==> config.mk <==
export PLATFORM = sky130hd
export DESIGN_NAME = io_kbd_entry
export DESIGN_NICKNAME = d
export VERILOG_FILES = /design/src/rtl/io_kbd_entry.sv
export SDC_FILE = /design/constraint.sdc
export NUM_CORES = 1
export LEC_CHECK = 0
export ABC_CLOCK_PERIOD_IN_PS = 2970
export CAP_MARGIN = 15
export CORE_AREA = 10 10 226 228
export DETAILED_ROUTE_END_ITERATION = 8
export DIE_AREA = 0 0 236 238
export MAX_ROUTING_LAYER = met4
export PLACE_DENSITY = 0.46
export SYNTH_ARGS = -nofsm -noshare
export SYNTH_HDL_FRONTEND = slang
export SYNTH_SLANG_ARGS = --single-unit
==> constraint.sdc <==
create_clock -name clk -period 2.97 [get_ports clk]
set_clock_uncertainty 0.15 [all_clocks]
set_input_delay 0.594 -clock clk [delete_from_list [all_inputs] [get_ports clk]]
set_output_delay 0.594 -clock clk [all_outputs]
set_load 0.1 [all_outputs]
Run 1, zoomed window:
Region (39, 158) to (79, 198) um. Cells in gray, sequential cells in the stronger gray; small squares are vias.
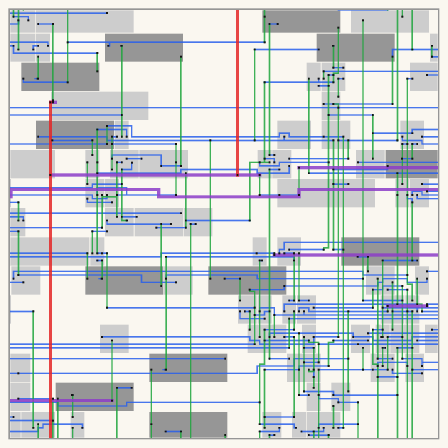
layer	color
met4	red
met2	green
met3	purple
met1	blue
sequential cells in the window	12
most frequent	dfxtp_1 (12), nor2_1 (10), buf_4 (9)
cells with their middle in the window	75

Run 1, the clock network:
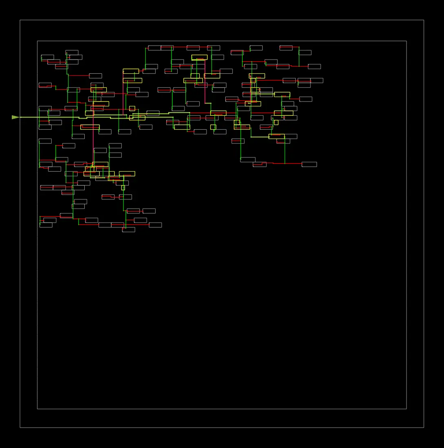
Clock Sinks: 114
number of buffers created by CTS: 17
number of flip-flops and latches: 114
Power Clock: 2.25 mW
number of clock buffers in the layout: 21

Run 1, wires at chosen ports, followed through buffers:
Scale bar: 50 um.
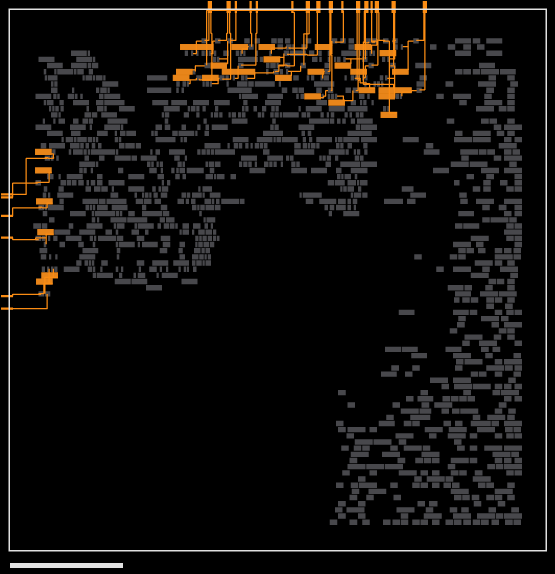
port	color	bits	direction	edge	end cells	buffers	wire
`value`	orange	32	output	26 top, 6 left	32	32	1,200 um
Port Buf Inserts: 345
count of pins on the block boundary: 602

Run 1, sequential cells colored by netlist name:
Scale bar: 50 um.
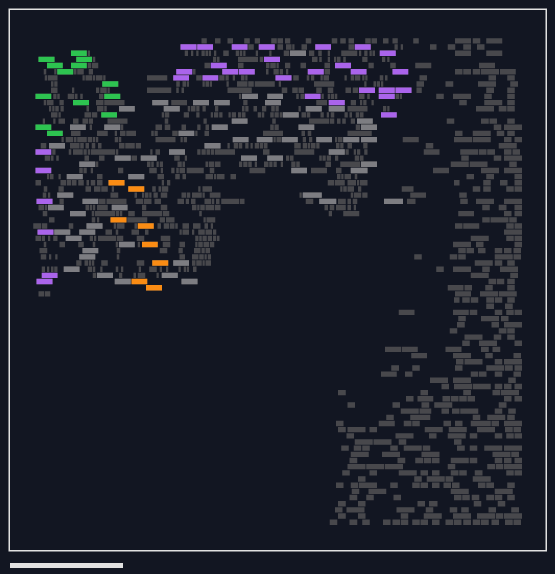
signal	color	flops
`value`	purple	32
`to_cnt`	green	13
`rx_byte`	orange	8
fraction of area in registers: 18.9%
final cell utilization of the core: 26.1%
sequential standard cell area: 2290 um^2

==> run_results.csv, run 1 <==
group,metric,value,unit
placed_design,dp.cells,1651,
final_layout,logic_area,4400,um^2
timing,min_period,3.20,ns
cts,clkSlewWorstSetupHoldPaths,0.06,ns
synthesis,netlist_instances,733,
final_layout,final_layout_size_suffix_gt1_share,23.9,%
power_and_ir_drop,power.share.sequential,34.0,%
timing,slew-limit-headroom,62.0,%
final_layout,area_growth_syn_to_layout,71.6,%
run_status,failing_checks,"setup timing",
synthesis,synth_nets,1258,
power_and_ir_drop,pg_seq,1.57,mW
final_layout,num_antenna_cells,5,
timing,min_period_over_period,108,%
synthesis,synthAoiAreaFrac,12.6,%
synthesis,seq_area_frac_synth,32.3,%
placed_design,finalWeightedCongestion,0.823,
routing,post_drt_via_cell_ratio,4.31,
cts,cts_htree_levels,4,
final_layout,n_fill_cell,4919,
cts,cts_post_setup_buffers_inserted,3,
run_status,run_status,"finished with violations",
power_and_ir_drop,comb_power_share,17.1,%
synthesis,library_cells_used_by_synthesis,62,
power_and_ir_drop,power_report.internal_total,3.52,mW
timing,finalWorstSetupSlack,-0.227,ns
synthesis,leading_cell_types_by_count_after_synthesis,"sky130_fd_sc_hd__nand2_1 (125), sky130_fd_sc_hd__dfxtp_1 (114), sky130_fd_sc_hd__mux4_2 (80)",
timing,setup-violations-final,16,
synthesis,edf_count,0,
power_and_ir_drop,vdd_ir_drop_max,0.305,mV
final_layout,n_all_buffers,383,
routing,drt_iter0_drc,402,
die,fp.coreArea,46400,um^2
synthesis,yosys-stat-area,7060,um^2
cts,clk_root_buffer_cell,"sky130_fd_sc_hd__clkbuf_16",
synthesis,simple_gate_area_share,18.0,%
final_layout,finish.cell_count_without_fillers,1695,
Run 1, signal wires by layer:
Only two layers are drawn.
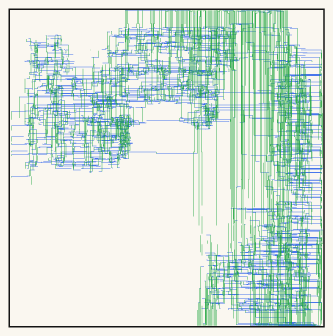

==> inputs of run 2 (changes only) <==
--- a/config.mk
+++ b/config.mk
@@ -8,6 +8,7 @@
 export ABC_CLOCK_PERIOD_IN_PS = 2970
 export CAP_MARGIN = 15
 export CORE_AREA = 10 10 226 228
+export CTS_BUF_LIST = sky130_fd_sc_hd__clkbuf_16
 export DETAILED_ROUTE_END_ITERATION = 8
 export DIE_AREA = 0 0 236 238
 export MAX_ROUTING_LAYER = met4
Run 2, signal wires by layer:
Only two layers are drawn.
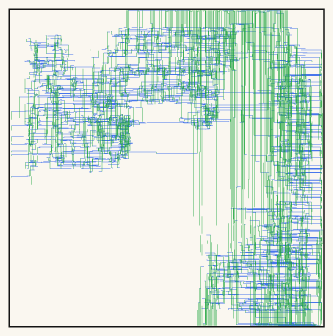
layer	color	wire length
met1	blue	14,300 um
met2	green	21.6 mm
routed length per instance: 22.7 um
total wirelength of the detailed-routed design: 38,600 um
Via Count: 7,281
global-route usage over all layers: 13.6%

Run 2, zoomed window:
Region (39, 158) to (79, 198) um. Cells in gray, sequential cells in the stronger gray; small squares are vias.
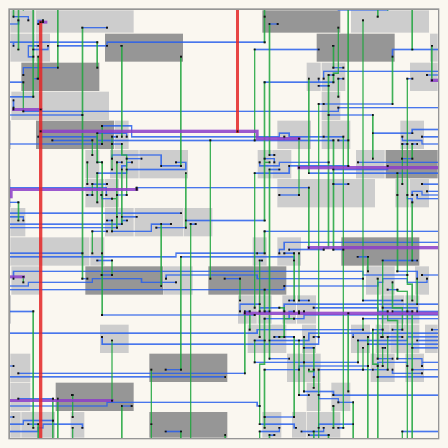
layer	color
met1	blue
met3	purple
met2	green
met4	red
sequential cells in the window	12
cells with their middle in the window	74
most frequent	dfxtp_1 (12), nor2_1 (10), buf_4 (9)

==> run_results.csv, run 2 <==
group,metric,value,unit
timing,finalWorstSetupSlack,-0.229,ns
final_layout,n_all_buffers,383,
final_layout,design.seq.count,114,
routing,post_drt_via_cell_ratio,4.30,
final_layout,logic_area,4400,um^2
cts,clk_root_buffer_cell,"sky130_fd_sc_hd__clkbuf_16",
placed_design,finalWeightedCongestion,0.823,
final_layout,num_antenna_cells,5,
power_and_ir_drop,vdd_ir_drop_max,0.305,mV
cts,cts_buffer_depth,2,
routing,drt_iter0_drc,401,
cts,cts_htree_levels,4,
synthesis,simple_gate_area_share,18.0,%
grt,met1_usage,13.8,%
final_layout,finish.cell_count_without_fillers,1695,
placed_design,placement.io_buffers,345,
run_status,failing_checks,"setup timing",
synthesis,synthAoiAreaFrac,12.6,%
power_and_ir_drop,power.share.sequential,34.8,%
synthesis,edf_count,0,
final_layout,seqCellArea,2290,um^2
cts,clkSlewWorstSetupHoldPaths,0.06,ns
timing,min_period,3.20,ns
synthesis,seq_area_frac_synth,32.3,%
final_layout,clock_buffers,17,
synthesis,post_synth_fa_ha_maj_area_fraction,1.60,%
die,fp.coreArea,46400,um^2
run_status,run_status,"finished with violations",
timing,min_period_over_period,108,%
cts,number_of_buffers_created_by_cts,17,
timing,slew-limit-headroom,62.4,%
die,io_pins,602,
synthesis,leading_cell_types_by_count_after_synthesis,"sky130_fd_sc_hd__nand2_1 (125), sky130_fd_sc_hd__dfxtp_1 (114), sky130_fd_sc_hd__mux4_2 (80)",
final_layout,area_growth_syn_to_layout,71.1,%
timing,rsz_0062_raised_after_global_routing,"yes",
timing,setup-violations-final,16,
final_layout,final_layout_size_suffix_gt1_share,23.5,%
synthesis,library_cells_used_by_synthesis,62,
power_and_ir_drop,comb_power_share,17.5,%
power_and_ir_drop,power_report.internal_total,3.41,mW
cts,tritoncts_num_sinks,114,
synthesis,cell_taking_the_most_area_after_synthesis,"sky130_fd_sc_hd__dfxtp_1",
cts,cts_post_setup_buffers_inserted,3,
synthesis,netlist_instances,733,
final_layout,n_fill_cell,4926,
final_layout,layout.cells.largest_class,"combinational gates",
power_and_ir_drop,power.clock.total,2.15,mW
Run 2, sequential cells colored by netlist name:
Scale bar: 50 um.
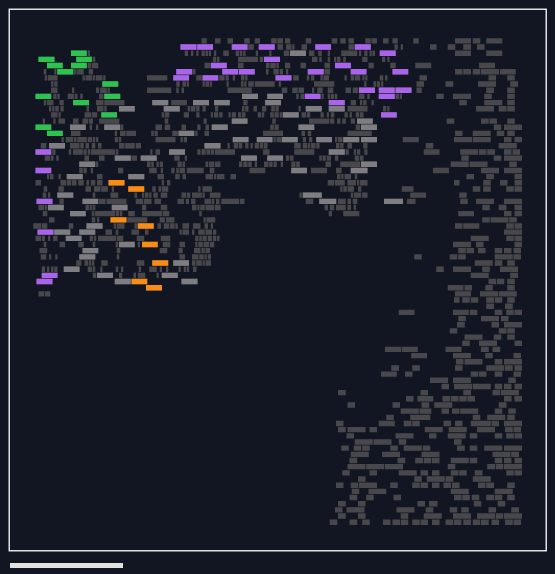
fraction of area in registers: 19.0%
final cell utilization of the core: 26.0%
sequential power: 1.57 mW

Power figures rest on the tool's default switching activity, not on a simulated workload.
